==> config.mk <==
export PLATFORM = sky130hd
export DESIGN_NAME = mem_port_arbiter_flat
export DESIGN_NICKNAME = d
export VERILOG_FILES = /design/src/rtl/mem_port_arbiter_pkg.sv /design/src/rtl/mem_port_arbiter_if.sv /design/src/rtl/mem_port_arbiter_arb_pick.sv /design/src/rtl/mem_port_arbiter.sv /design/src/flat_wrapper.sv
export SDC_FILE = /design/constraint.sdc
export NUM_CORES = 1
export LEC_CHECK = 0
export CORE_MARGIN = 10
export CORE_UTILIZATION = 30
export CTS_BUF_LIST = sky130_fd_sc_hd__clkbuf_4 sky130_fd_sc_hd__clkbuf_8
export DETAILED_ROUTE_END_ITERATION = 10
export GPL_ROUTABILITY_DRIVEN = 1
export PLACE_DENSITY = 0.71
export SLEW_MARGIN = 25
export SYNTH_ARGS = -nofsm -noshare
export SYNTH_HDL_FRONTEND = slang
export SYNTH_SLANG_ARGS = --single-unit
==> constraint.sdc <==
create_clock -name clk -period 6.9 [get_ports clk]
set_input_delay 1.38 -clock clk [delete_from_list [all_inputs] [get_ports clk]]
set_output_delay 1.38 -clock clk [all_outputs]
set_load 0.01 [all_outputs]
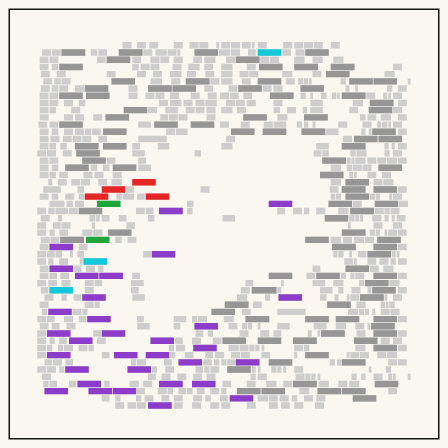
Run 1: sequential cells grouped by signal name
Other sequential cells in the stronger gray, the rest of the logic in the fainter gray.
- u_core.bus.HSIZE: cyan (flops 3)
- u_core.state: green (flops 2)
- u_core.wdata_q: purple (flops 32)
- u_core.u_pick.starve_cnt: red (flops 4; where left middle)
fin util: 47.8%
sequential standard cell area: 3580 um2
seq pwr: 1.41 mW
Seq/total area: 38.2%

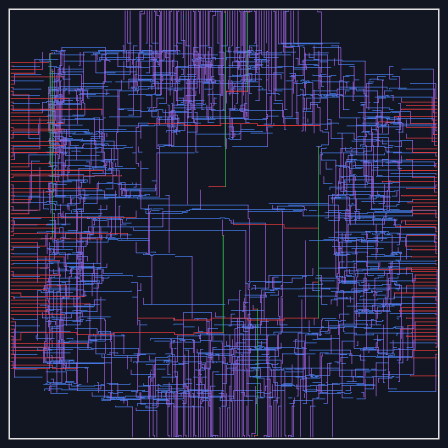
Run 1: metal layers overlaid
- M4: green (wire length 350 um)
- M2: purple (wire length 8980 um)
- M3: red (wire length 1940 um)
- M1: blue (wire length 8540 um)
total track usage: 14.8%
wire per inst: 19.5 um
Detailed Route WL: 19800 um
Via Count: 4698

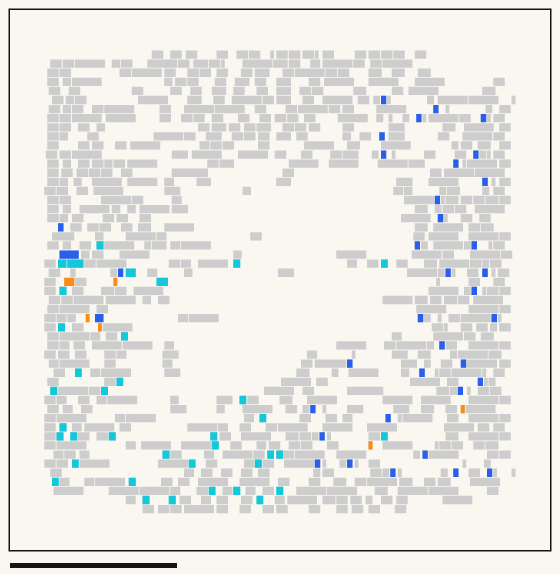
Run 1: logic cells by family
Scale bar: 50 um.
- and/or cells: cyan (cells 37)
- inv cells: orange (cells 6)
- aoi and oai cells: blue (cells 37)
non-filler instance count after layout: 1016
Commonest Layout Cell: clkdlybuf4s50_1
Comb area share: 23.6%

==> results.yml, run 1 <==
# implementation run metrics
setup_path:
  crit_fanout: 38
  end_kind: "output pin"
  startpoint_type: "primary input"
  crit_top_cell: "clkdlybuf4s50_1"
  critPathRequiredTime_ps: 5520
  critPathSlowestCell: "or4b_4"
  worst-path-stages: 4
cts:
  clkSinkCount: 143
  root_buffer: "clkbuf_8"
final_layout:
  mi_logic_area_um2: 2210
  clkbuf_count: 19
synthesis:
  yosys-mux-area-fraction_pct: 6.53
  post_synth.cell_area_avg_um2: 12.6
  yosys_warnings: 0
  synth_area_leader_cell: "dfrtp_1"
  ys_cells: 477
  logic_family: "simple AND/OR/NAND/NOR gates"
  synth_chip_area_um2: 6010
  top_cell_area_share_pct: 59.5
  edf_count: 0
  async_flop_share_pct: 100
die:
  die_h_um: 162
  die_x_um: 162
  die_area_um2: 26100
  fp_util_pct: 30.7
power_and_ir_drop:
  powerDensity_nw_per_um2: 390
  p_comb_mw: 1.55
  power.share.clock_pct: 19.0
  leakagePower_nw: 3.94
  p_seq_share_pct: 38.6
route:
  met1_length_um: 8540
  wl_met2_um: 8980
  drc: 0
  top_layer_used: "met4"
timing:
  min_period_over_period_pct: 69.5
  worstMarginPinSlew_ps: 931
  fin_crit_ps: 4800
  skew_ps: 13.9
  slew_viol_final: 0
  setup_slack_ps: 2100
  hold_slack_ps: 480
place:
  gp_congestion: 0.742
  dp_hpwl_um: 13900
global_route:
  grt.overflow.total: 0
  met1_usage_pct: 18.0
  met3_usage_pct: 7.04
  antenna_found_initial: 0
outcome:
  status: "complete, no violations"
## Run 2: what changed since run 1
--- a/config.mk
+++ b/config.mk
@@ -10,7 +10,7 @@
 export CTS_BUF_LIST = sky130_fd_sc_hd__clkbuf_4 sky130_fd_sc_hd__clkbuf_8
 export DETAILED_ROUTE_END_ITERATION = 10
 export GPL_ROUTABILITY_DRIVEN = 1
-export PLACE_DENSITY = 0.71
+export PLACE_DENSITY = 0.73
 export SLEW_MARGIN = 25
 export SYNTH_ARGS = -nofsm -noshare
 export SYNTH_HDL_FRONTEND = slang
==> constraint.sdc (replaced) <==
create_clock -name clk -period 4.01 [get_ports clk]
set_input_delay 0.802 -clock clk [delete_from_list [all_inputs] [get_ports clk]]
set_output_delay 0.802 -clock clk [all_outputs]
set_load 0.01 [all_outputs]
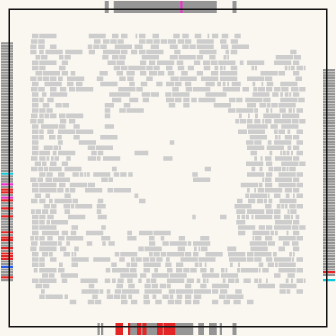
Run 2: I/O pins on the die edge
Pins as bars across the die edge, other pins in gray.
- bus_HREADY: blue (pins 1; direction input; edge left)
- bus_HWDATA: red (pins 32; direction output; edge 18 bottom, 13 left, 1 right)
- bus_mau_size: magenta (pins 3; direction input; edge 2 left, 1 top)
- bus_HTRANS: cyan (pins 2; direction output; edge 1 right, 1 left)
- all pins by edge: 90 left, 79 right, 61 top, 52 bottom
Die Width: 162 um
die height: 162 um
port buffer count: 277

==> results.yml, run 2 <==
# implementation run metrics
setup_path:
  startpoint_type: "primary input"
  critPathSlowestCell: "clkdlybuf4s50_1"
  critPathRequiredTime_ps: 3210
  max_stage_delay_ps: 600
  crit_top_cell: "clkdlybuf4s50_1"
  crit_fanout: 3
global_route:
  grt.overflow.total: 0
  antenna_found_initial: 1
  grt_use_met2_pct: 23.3
  met1_usage_pct: 17.9
  met3_usage_pct: 7.22
cts:
  ctsHoldBuffers: 0
  root_buffer: "clkbuf_8"
  cts_setup_buffers: 0
place:
  gp_congestion: 0.745
  dp_hpwl_um: 14600
timing:
  setup_slack_ps: 535
  fin_crit_ps: 3480
  final-setup-viol-count: 0
  hold_slack_ps: 481
  slew_viol_final: 0
  min_period_over_period_pct: 86.7
die:
  die_area_um2: 26100
  fp_util_pct: 30.7
final_layout:
  final_cell_count_no_fill: 1021
  regArea_um2: 3580
  final_core_util_pct: 48.2
  mi_logic_area_um2: 2210
  comb-cell-share_pct: 23.4
  seq-cell-share_pct: 37.9
route:
  top_layer_used: "met4"
  vias: 4785
  met1_length_um: 8450
  wl_met2_um: 9190
  wl_per_cell_um: 19.7
synthesis:
  ys_ff: 143
  ys_sh_xor_pct: 0
  async_flop_share_pct: 100
  synth_chip_area_um2: 6010
  yosys_warnings: 0
  synth_area_leader_cell: "dfrtp_1"
  edf_count: 0
  ys_cells: 477
  top_cell_area_share_pct: 59.5
power_and_ir_drop:
  power.share.clock_pct: 19.0
  seq_power_mw: 2.40
  p_seq_share_pct: 37.9
  leakagePower_nw: 3.98
  powerDensity_nw_per_um2: 671
outcome:
  status: "complete, no violations"
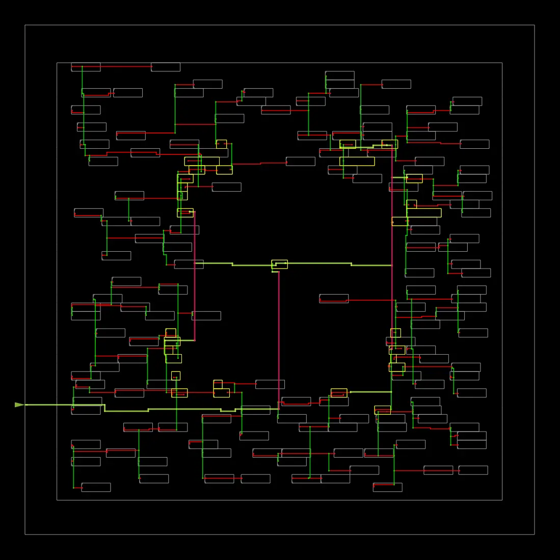
Run 2: clock routing
CTS Sinks: 143
clock buffers: 18
Flops: 143

Power figures rest on the tool's default switching activity, not on a simulated workload.
